$ cat config.mk
export PLATFORM = sky130hd
export DESIGN_NAME = soc_fabric
export DESIGN_NICKNAME = d
export VERILOG_FILES = /design/src/rtl/soc_fabric_pkg.sv /design/src/rtl/soc_fabric_gpi_sync.sv /design/src/rtl/soc_fabric.sv
export SDC_FILE = /design/constraint.sdc
export NUM_CORES = 1
export LEC_CHECK = 0
export CELL_PAD_IN_SITES_DETAIL_PLACEMENT = 0
export CELL_PAD_IN_SITES_GLOBAL_PLACEMENT = 1
export CORE_MARGIN = 4
export CORE_UTILIZATION = 23
export DETAILED_ROUTE_END_ITERATION = 12
export GPL_TIMING_DRIVEN = 0
export PLACE_DENSITY_LB_ADDON = 0.1
export SLEW_MARGIN = 15
export SYNTH_ARGS = -nofsm -noshare
export SYNTH_HDL_FRONTEND = slang
export SYNTH_SLANG_ARGS = --single-unit
$ cat constraint.sdc
create_clock -name clk -period 1.96 [get_ports clk]
set_input_delay 0.392 -clock clk [delete_from_list [all_inputs] [get_ports clk]]
set_output_delay 0.392 -clock clk [all_outputs]
set_load 0.05 [all_outputs]
$ cat src/rtl/soc_fabric_pkg.sv
// Shared address map, FSM states and target decode for the peripheral fabric.
package soc_fabric_pkg;

    localparam logic [11:0] MEM_BASE    = 12'h000;
    localparam logic [11:0] ACC_BASE    = 12'h800;
    localparam int          ACC_STRIDE  = 'h40;
    localparam logic [11:0] GPI_BASE    = 12'hC00;
    localparam logic [11:0] STATUS_ADDR = 12'hD00;
    localparam logic [11:0] IRQ_EN_ADDR = 12'hD04;
    localparam int          ERR_BIT     = 31;

    typedef enum logic [1:0] {
        ST_IDLE,
        ST_ACCESS,
        ST_RESP
    } state_e;

    typedef enum logic [2:0] {
        TGT_MEM,
        TGT_ACC,
        TGT_GPI,
        TGT_STATUS,
        TGT_IRQ_EN,
        TGT_NONE
    } target_e;

    // Slots beyond num_acc and ports beyond gpi_ports fall through to TGT_NONE.
    function automatic target_e decode_target(input logic [31:0] a,
                                              input int num_acc,
                                              input int gpi_ports);
        logic [11:0] off;
        target_e     t;
        off = a[11:0] - ACC_BASE;
        t   = TGT_NONE;
        if (a[31:12] != 20'd0) begin
            t = TGT_NONE;
        end else if ((a[11:0] & 12'h800) == MEM_BASE) begin
            t = TGT_MEM;
        end else if (a[11:10] == ACC_BASE[11:10]) begin
            if (int'(off) / ACC_STRIDE < num_acc) t = TGT_ACC;
        end else if (a[11:8] == GPI_BASE[11:8]) begin
            if (int'(a[7:0]) / 4 < gpi_ports) t = TGT_GPI;
        end else if ({a[11:2], 2'b00} == STATUS_ADDR) begin
            t = TGT_STATUS;
        end else if ({a[11:2], 2'b00} == IRQ_EN_ADDR) begin
            t = TGT_IRQ_EN;
        end
        return t;
    endfunction

endpackage

$ cat src/rtl/soc_fabric_gpi_sync.sv
// Two-flop synchroniser for the asynchronous general-purpose input vector.
module gpi_sync #(
    parameter int WIDTH = 8
) (
    input  logic             clk,
    input  logic             rst_n,
    input  logic [WIDTH-1:0] d_i,
    output logic [WIDTH-1:0] q_o
);

    logic [WIDTH-1:0] meta_q;
    logic [WIDTH-1:0] sync_q;

    always_ff @(posedge clk or negedge rst_n) begin
        if (!rst_n) begin
            meta_q <= '0;
            sync_q <= '0;
        end else begin
            meta_q <= d_i;
            sync_q <= meta_q;
        end
    end

    assign q_o = sync_q;

endmodule

$ cat src/rtl/soc_fabric.sv
// Memory-mapped fabric: core req/ack port to data memory, accelerator slots,
// synchronised GPI ports and a sticky done/error STATUS with interrupt enable.
module soc_fabric
    import soc_fabric_pkg::*;
#(
    parameter int NUM_ACC   = 2,
    parameter int GPI_PORTS = 1,
    parameter int GPI_WIDTH = 8
) (
    input  logic                           clk,
    input  logic                           reset,
    input  logic                           req,
    input  logic                           we,
    input  logic [31:0]                    addr,
    input  logic [31:0]                    wdata,
    output logic [31:0]                    rdata,
    output logic                           ack,
    output logic                           mem_en,
    output logic                           mem_we,
    output logic [8:0]                     mem_addr,
    output logic [31:0]                    mem_wdata,
    input  logic [31:0]                    mem_rdata,
    output logic [NUM_ACC-1:0]             acc_sel,
    output logic                           acc_we,
    output logic [3:0]                     acc_addr,
    output logic [31:0]                    acc_wdata,
    input  logic [32*NUM_ACC-1:0]          acc_rdata,
    input  logic [NUM_ACC-1:0]             acc_done,
    input  logic [GPI_PORTS*GPI_WIDTH-1:0] gpi,
    output logic                           irq
);

    localparam logic [31:0] STS_MASK = {1'b1, {(31-NUM_ACC){1'b0}}, {NUM_ACC{1'b1}}};

    state_e               state_q;
    target_e              target_q;
    target_e              req_tgt;
    logic                 we_q;
    logic [31:0]          wdata_q;
    logic [8:0]           mem_addr_q;
    logic [31:0]          rdata_q;
    logic                 ack_q;
    logic                 mem_en_q;
    logic                 mem_we_q;
    logic [NUM_ACC-1:0]   acc_sel_q;
    logic                 acc_we_q;
    logic [31:0]          status_q, status_d;
    logic [31:0]          irq_en_q, irq_en_d;
    logic                 irq_q;
    logic [NUM_ACC-1:0]   done_prev_q;
    logic [31:0]          read_val;

    logic [GPI_PORTS*GPI_WIDTH-1:0] gpi_sync_w;
    logic [31:0]                    acc_slot [8];
    logic [31:0]                    gpi_word [4];

    gpi_sync #(
        .WIDTH(GPI_PORTS*GPI_WIDTH)
    ) u_gpi_sync (
        .clk  (clk),
        .rst_n(reset),
        .d_i  (gpi),
        .q_o  (gpi_sync_w)
    );

    // Pad both read-source tables to their maximum size so the index never overruns.
    for (genvar gi = 0; gi < 8; gi++) begin : g_acc_slot
        if (gi < NUM_ACC) begin : g_used
            assign acc_slot[gi] = acc_rdata[32*gi +: 32];
        end else begin : g_unused
            assign acc_slot[gi] = '0;
        end
    end

    for (genvar gi = 0; gi < 4; gi++) begin : g_gpi_word
        if (gi < GPI_PORTS) begin : g_used
            assign gpi_word[gi] = 32'(gpi_sync_w[GPI_WIDTH*gi +: GPI_WIDTH]);
        end else begin : g_unused
            assign gpi_word[gi] = '0;
        end
    end

    always_comb begin
        req_tgt = decode_target(addr, NUM_ACC, GPI_PORTS);
    end

    // mem_addr_q holds addr[10:2]: [6:4] is the slot, [3:0] the register, [1:0] the port.
    always_comb begin
        read_val = '0;
        if (!we_q) begin
            case (target_q)
                TGT_MEM:    read_val = mem_rdata;
                TGT_ACC:    read_val = acc_slot[mem_addr_q[6:4]];
                TGT_GPI:    read_val = gpi_word[mem_addr_q[1:0]];
                TGT_STATUS: read_val = status_q;
                TGT_IRQ_EN: read_val = irq_en_q;
                default:    read_val = '0;
            endcase
        end
    end

    always_ff @(posedge clk or negedge reset) begin
        if (!reset) begin
            state_q    <= ST_IDLE;
            target_q   <= TGT_NONE;
            we_q       <= 1'b0;
            wdata_q    <= '0;
            mem_addr_q <= '0;
            rdata_q    <= '0;
            ack_q      <= 1'b0;
            mem_en_q   <= 1'b0;
            mem_we_q   <= 1'b0;
            acc_sel_q  <= '0;
            acc_we_q   <= 1'b0;
        end else begin
            case (state_q)
                ST_IDLE: begin
                    if (req) begin
                        target_q   <= req_tgt;
                        we_q       <= we;
                        wdata_q    <= wdata;
                        mem_addr_q <= addr[10:2];
                        mem_en_q   <= (req_tgt == TGT_MEM);
                        mem_we_q   <= (req_tgt == TGT_MEM) && we;
                        acc_sel_q  <= (req_tgt == TGT_ACC) ? (NUM_ACC'(1) << addr[8:6]) : '0;
                        acc_we_q   <= (req_tgt == TGT_ACC) && we;
                        state_q    <= ST_ACCESS;
                    end
                end
                ST_ACCESS: begin
                    mem_en_q  <= 1'b0;
                    mem_we_q  <= 1'b0;
                    acc_sel_q <= '0;
                    acc_we_q  <= 1'b0;
                    rdata_q   <= read_val;
                    ack_q     <= 1'b1;
                    state_q   <= ST_RESP;
                end
                ST_RESP: begin
                    ack_q   <= 1'b0;
                    state_q <= ST_IDLE;
                end
                default: begin
                    ack_q   <= 1'b0;
                    state_q <= ST_IDLE;
                end
            endcase
        end
    end

    // Clears are applied before new done edges and ERR, so a coincident set wins.
    always_comb begin
        status_d = status_q;
        irq_en_d = irq_en_q;
        if (state_q == ST_ACCESS && we_q && target_q == TGT_STATUS) begin
            status_d = status_q & ~wdata_q;
        end
        if (state_q == ST_ACCESS && we_q && target_q == TGT_IRQ_EN) begin
            irq_en_d = wdata_q & STS_MASK;
        end
        status_d = (status_d | 32'(acc_done & ~done_prev_q)) & STS_MASK;
        if (state_q == ST_ACCESS && target_q == TGT_NONE) begin
            status_d[ERR_BIT] = 1'b1;
        end
    end

    always_ff @(posedge clk or negedge reset) begin
        if (!reset) begin
            status_q    <= '0;
            irq_en_q    <= '0;
            irq_q       <= 1'b0;
            done_prev_q <= '0;
        end else begin
            status_q    <= status_d;
            irq_en_q    <= irq_en_d;
            irq_q       <= |(status_q & irq_en_q);
            done_prev_q <= acc_done;
        end
    end

    assign rdata     = rdata_q;
    assign ack       = ack_q;
    assign mem_en    = mem_en_q;
    assign mem_we    = mem_we_q;
    assign mem_addr  = mem_addr_q;
    assign mem_wdata = wdata_q;
    assign acc_sel   = acc_sel_q;
    assign acc_we    = acc_we_q;
    assign acc_addr  = mem_addr_q[3:0];
    assign acc_wdata = wdata_q;
    assign irq       = irq_q;

endmodule
==> reports/results.ini <==
[status]
status = completed

[logic_synthesis]
avgSynthCellArea_um2 = 9.93
ys_ff = 110
ys_warn_count = 0
syn_area_um2 = 5050
area_leaders = dfrtp_1 53%, nand2_1 12%, mux2_2 7.1%
synth.distinct_cells = 48
synth.net_count = 683
synthCells = 509

[final_layout]
comb_area_um2 = 1860
n_all_inverters = 5
seqAreaFraction_pct = 32.1
ff_count = 110

[clock_tree]
clkSlewWorstSetupHoldPaths_ns = 0.07
post_cts_resized = 73
cts_tree = done
clock_sinks = 110
clockBufferDepth = 2

[power]
p_leak_nw = 4.16

[flow_run]
maxCapViolations = 0

[critical_path]
startpoint = mem_addr[8]$_DFFE_PN0P_
path_buffers = 1
crit_type = flip-flop to output port

[place]
placed_area_um2 = 8300
pre_cts_ws_ns = -0.181

[min_path]
min-delay-start = u_gpi_sync.meta_q[0]$_DFF_PN0_

[global_routing]
grt_pass1_wl_mm = 28.2

[final_timing]
hold_slack_ns = 0.351
slew_headroom_pct = 61.3
hold_violations = 0
period_needed_ns = 1.92
fmax_mhz = 521

[floorplanning]
pin_count = 290
die_height_um = 156

## path summary, 6_finish.rpt
| check | end | slack, ns | depth (start not counted) |
|---|---|---|---|
| min | u_gpi_sync.q_o[0]$_DFF_PN0_ | 0.35 | 0 |
| min reg2reg | u_gpi_sync.q_o[0]$_DFF_PN0_ | 0.35 | 0 |
| min in group asynchronous | done_prev_q[0]$_DFF_PN0_ | 0.55 | 2 |
| max in group asynchronous | ack$_DFFE_PN0N_ | 0.73 | 3 |
| max | mem_addr[8] | 0.04 | 1 |
| max reg2reg | rdata[7]$_DFFE_PN0P_ | 0.15 | 6 |
## kinds of logic after synthesis
| group | share of synthesized area, % |
|---|---|
| muxes | 7.73 |
| buffers and inverters | 8.69 |
| and+or+nand+nor | 17.1 |
| AOI/OAI and AO/OA | 11.8 |
| xor gates and xnor gates | 0.173 |
| DFF | 54.5 |
## registers in the layout, summed over array words and instances, names as in the netlist
| name | count |
|---|---|
| irq_en_q | 3 |
| status_q | 3 |
| u_gpi_sync.q_o | 8 |
| mem_we | 1 |
| ack | 1 |
| state_q | 2 |
| done_prev_q | 2 |
| rdata | 32 |
| target_q | 3 |
| acc_sel | 2 |
| we_q | 1 |
| acc_wdata | 32 |
| mem_en | 1 |
| irq | 1 |
| mem_addr | 9 |
| acc_we | 1 |
| u_gpi_sync.meta_q | 8 |
## routing by layer
| layer | track usage [%] | part of all wire, % | vias up |
|---|---|---|---|
| li1 | - | - | 2309 |
| met2 | 24.0 | 46 | 228 |
| met4 | 4.92 | 1.7 | 0 |
| met1 | 18.7 | 42 | 2159 |
| met5 | 0 | 0 | - |
| met3 | 4.87 | 9.9 | 17 |
## where the power goes
group	internal [mW]	switching (mW)	leakage, nW
combinational	1.16	2.08	2.61
sequential	2.51	0.209	1.40
clock	1.15	0.815	0.153
Routing congestion:
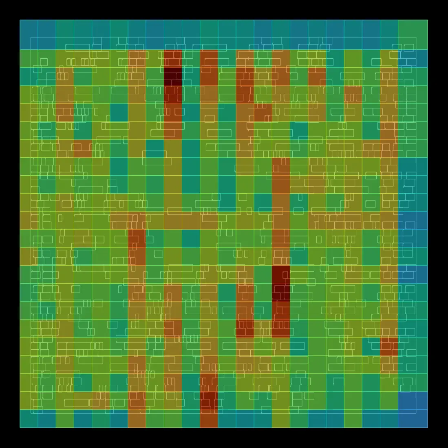
GRT busiest layer: met2
Total GRT Usage: 14.8%

Clock wires, drivers and flops:
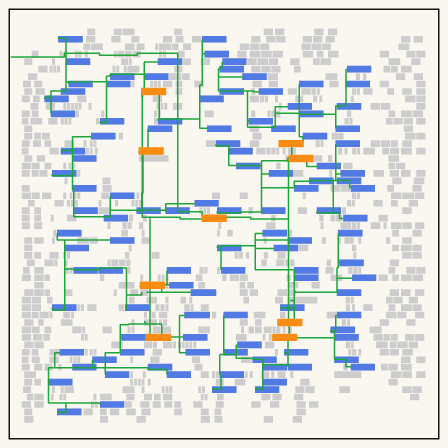
[orange] cells driving clock nets | count: 9
[blue] flip-flops | count: 110
[green] clock wires | length: 1540 um
flops lie: widely spread
Max Clock Skew: 0.00710 ns
Clk. pwr: 1.97 mW

Power and IR drop assume default switching activity.
